Figure 1. I/O pins on the die edge.
Bar = 20 um. Pins as bars across the die edge, other pins in gray.
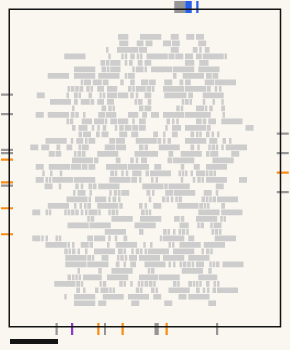
Figure 2. Layout detail.
Bar = 5 um. Window x 46 to 66, y 83 to 103 um. Cells in gray, sequential cells in the stronger gray; small squares are vias.
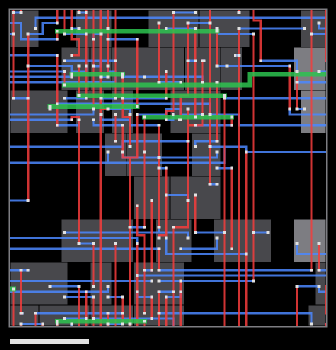
File: config.mk
export PLATFORM = sky130hd
export DESIGN_NAME = pipe_delay_line
export DESIGN_NICKNAME = d
export VERILOG_FILES = /design/src/rtl/pipe_delay_line.sv
export SDC_FILE = /design/constraint.sdc
export NUM_CORES = 1
export LEC_CHECK = 0
export ABC_CLOCK_PERIOD_IN_PS = 14300
export CAP_MARGIN = 15
export CORE_ASPECT_RATIO = 1.2
export CORE_MARGIN = 8
export CORE_UTILIZATION = 40
export DETAILED_ROUTE_END_ITERATION = 8
export RECOVER_POWER = 100
export REMOVE_ABC_BUFFERS = 1
export SYNTH_ARGS = -nofsm -noshare
export SYNTH_HDL_FRONTEND = slang
export SYNTH_SLANG_ARGS = --single-unit
File: constraint.sdc
create_clock -name clk -period 14.3 [get_ports clk]
set_input_delay 3.575 -clock clk [delete_from_list [all_inputs] [get_ports clk]]
set_output_delay 3.575 -clock clk [all_outputs]
set_load 0.03 [all_outputs]
File: src/rtl/pipe_delay_line.sv
// pipe_delay_line: runtime-programmable register delay line with valid/ready
// handshake, global stall, synchronous flush and occupancy count.
// The active latency L is a registered, clamped copy of delay_sel that only
// reloads while the chain is empty and idle, so in-flight words always see
// a consistent latency.
// Optional feature: define PIPE_DELAY_STATS_EN to add the stall_cnt and
// xfer_cnt statistics outputs.
module pipe_delay_line #(
  parameter int WIDTH = 8,
  parameter int DEPTH = 8,
  parameter int SEL_W = $clog2(DEPTH + 1)
) (
  input  logic             clk,
  input  logic             rst_n,
  input  logic             in_valid,
  output logic             in_ready,
  input  logic [WIDTH-1:0] in_data,
  output logic             out_valid,
  input  logic             out_ready,
  output logic [WIDTH-1:0] out_data,
  input  logic [SEL_W-1:0] delay_sel,
  input  logic             flush,
`ifdef PIPE_DELAY_STATS_EN
  output logic [15:0]      stall_cnt,
  output logic [15:0]      xfer_cnt,
`endif
  output logic [SEL_W-1:0] occupancy
);

  // Clamp a requested latency into the legal range 1..DEPTH.
  function automatic logic [SEL_W-1:0] clamp_sel(input logic [SEL_W-1:0] sel);
    logic [SEL_W-1:0] r;
    if (sel == {SEL_W{1'b0}}) begin
      r = SEL_W'(1);
    end else if (sel > SEL_W'(DEPTH)) begin
      r = SEL_W'(DEPTH);
    end else begin
      r = sel;
    end
    return r;
  endfunction

  logic [DEPTH-1:0] v_q, v_d;
  logic [WIDTH-1:0] data_q [DEPTH];
  logic [WIDTH-1:0] data_d [DEPTH];
  logic [SEL_W-1:0] l_q, l_d;
  logic [SEL_W-1:0] occ_q, occ_d;
  logic             tap_v_s;
  logic [WIDTH-1:0] tap_data_s;
  logic             advance_s;
  logic             load_l_s;

  // Select the tap stage S[L-1] that drives the output.
  always_comb begin
    tap_v_s    = 1'b0;
    tap_data_s = {WIDTH{1'b0}};
    for (int i = 0; i < DEPTH; i++) begin
      if (l_q == SEL_W'(i + 1)) begin
        tap_v_s    = v_q[i];
        tap_data_s = data_q[i];
      end else begin
        tap_v_s    = tap_v_s;
        tap_data_s = tap_data_s;
      end
    end
  end

  assign advance_s = ~tap_v_s | out_ready;
  assign in_ready  = advance_s;
  assign out_valid = tap_v_s;
  assign out_data  = tap_data_s;
  assign occupancy = occ_q;

  // Latency reload: only when the chain is empty and nothing is entering.
  always_comb begin
    load_l_s = (occ_q == {SEL_W{1'b0}}) && !(in_valid && advance_s);
    if (load_l_s) begin
      l_d = clamp_sel(delay_sel);
    end else begin
      l_d = l_q;
    end
  end

  // Stage next-state: shift on advance, zero inactive stages, flush clears valids.
  always_comb begin
    v_d = v_q;
    for (int i = 0; i < DEPTH; i++) begin
      data_d[i] = data_q[i];
    end
    if (advance_s) begin
      v_d[0]    = in_valid;
      data_d[0] = in_data;
      for (int i = 1; i < DEPTH; i++) begin
        if (SEL_W'(i) < l_q) begin
          v_d[i]    = v_q[i-1];
          data_d[i] = data_q[i-1];
        end else begin
          v_d[i]    = 1'b0;
          data_d[i] = {WIDTH{1'b0}};
        end
      end
    end else begin
      v_d = v_q;
    end
    if (flush) begin
      v_d = {DEPTH{1'b0}};
    end else begin
      v_d = v_d;
    end
  end

  // Occupancy of the next state: count valid words in the active stages.
  always_comb begin
    occ_d = {SEL_W{1'b0}};
    for (int i = 0; i < DEPTH; i++) begin
      if (SEL_W'(i) < l_q) begin
        occ_d = occ_d + {{(SEL_W-1){1'b0}}, v_d[i]};
      end else begin
        occ_d = occ_d;
      end
    end
  end

  // Stage, latency and occupancy registers.
  always_ff @(posedge clk or negedge rst_n) begin
    if (!rst_n) begin
      v_q   <= {DEPTH{1'b0}};
      l_q   <= SEL_W'(1);
      occ_q <= {SEL_W{1'b0}};
      for (int i = 0; i < DEPTH; i++) begin
        data_q[i] <= {WIDTH{1'b0}};
      end
    end else begin
      v_q   <= v_d;
      l_q   <= l_d;
      occ_q <= occ_d;
      for (int i = 0; i < DEPTH; i++) begin
        data_q[i] <= data_d[i];
      end
    end
  end

`ifdef PIPE_DELAY_STATS_EN
  logic [15:0] stall_cnt_q, stall_cnt_d;
  logic [15:0] xfer_cnt_q, xfer_cnt_d;

  // Saturating statistics counters, cleared by flush.
  always_comb begin
    stall_cnt_d = stall_cnt_q;
    xfer_cnt_d  = xfer_cnt_q;
    if (flush) begin
      stall_cnt_d = 16'h0000;
      xfer_cnt_d  = 16'h0000;
    end else begin
      if (tap_v_s && !out_ready && (stall_cnt_q != 16'hFFFF)) begin
        stall_cnt_d = stall_cnt_q + 16'h0001;
      end else begin
        stall_cnt_d = stall_cnt_q;
      end
      if (tap_v_s && out_ready && (xfer_cnt_q != 16'hFFFF)) begin
        xfer_cnt_d = xfer_cnt_q + 16'h0001;
      end else begin
        xfer_cnt_d = xfer_cnt_q;
      end
    end
  end

  // Statistics counter registers.
  always_ff @(posedge clk or negedge rst_n) begin
    if (!rst_n) begin
      stall_cnt_q <= 16'h0000;
      xfer_cnt_q  <= 16'h0000;
    end else begin
      stall_cnt_q <= stall_cnt_d;
      xfer_cnt_q  <= xfer_cnt_d;
    end
  end

  assign stall_cnt = stall_cnt_q;
  assign xfer_cnt  = xfer_cnt_q;
`endif

endmodule

==> results_dict.tcl <==
# metrics dict for downstream scripts
set metrics [dict create \
    wl_met2_um 5520 \
    drv_slew 117 \
    synth_top_cell_by_count "nand2_1" \
    top_regs "data_q x64, v_q x8" \
    ys_seq_frac 0.444 \
    fmax_mhz 91.8 \
    maxCapViolCount 2 \
    viasPerCell 5.63 \
    cts-buffers-inserted 9 \
    warnings 27 \
    aoi_share 0.169 \
    regMostFlops "data_q" \
    dr.pass1.iters 4 \
    clk_path_buf_depth 2 \
    cp.depth 32 \
    ctsHoldBuffers 0 \
    clkbuf_count 11 \
    syn_inst 521 \
    violations "capacitance limit, slew limit" \
    finalWorstSetupSlack_ps 3400 \
    fin_crit_sh 0.762 \
    ys_sh_mux 0.0763 \
    ys_area_mm2 0.00451 \
    worstPathBufferInverterCount 3 \
    dp.final_hpwl_um 7010 \
    sh_comb_area 0.447 \
    largest_register_ffs 64 \
    worst_hold_slack_ps 479 \
    edf_count 0 \
    top_logic_kind "simple AND/OR/NAND/NOR gates" \
    diodes 0 \
    cp-start-kind "primary input" \
    yosys_cells 521 \
    nWellTaps 132 \
    layout_top_cells "nand2_1 (167), dfrtp_1 (79), o21ai_0 (60)" \
    leakage_nw 2.27 \
    nFlopsAndLatches 80 \
    outcome "complete, but fails checks" \
    port_buffers 30 \
    crit_type "primary input to register" \
]
-- Figure 1 (at the start) --
color	port	pins	direction	edge
purple	rst_n	1	input	bottom
orange	in_data	8	input	4 left, 3 bottom, 1 right
blue	delay_sel	4	input	top
all pins by edge	9 bottom, 9 top, 9 left, 4 right

-- Figure 2 (at the start) --
color	layer
red	M2
blue	M1
green	M3
most frequent	nand2_1 (4), ha_1 (4), nand3_1 (3)
sequential cells in the window	0
cells with their middle in the window	24

==> stage by stage <==
stage / utilization / power, mW
floorplan: - / 0.670
global placement: 0.437 / 0.845
detailed placement: 0.437 / 0.859
CTS: 0.465 / 1.10
global route: 0.462 / 1.16
finish: 0.462 / 1.08
==> final timing paths <==
kind                                end       from  slack, ps
max                        occupancy[3]  out_ready       3400
min                           data_q[4]  data_q[4]        480
max reg2reg                occupancy[3]     l_q[3]       4900
min reg2reg                   data_q[4]  data_q[4]        480
max in group asynchronous  occupancy[1]      rst_n       7140
min in group asynchronous    data_q[25]      rst_n       4750
==> where the power goes <==
part           total (mW)  switching [mW]  internal, mW
clock network       0.239          0.0949         0.144
registers           0.340          0.0456         0.295
logic               0.501           0.345         0.156
total                1.08           0.486         0.595
Power figures rest on the tool's default switching activity, not on a simulated workload.
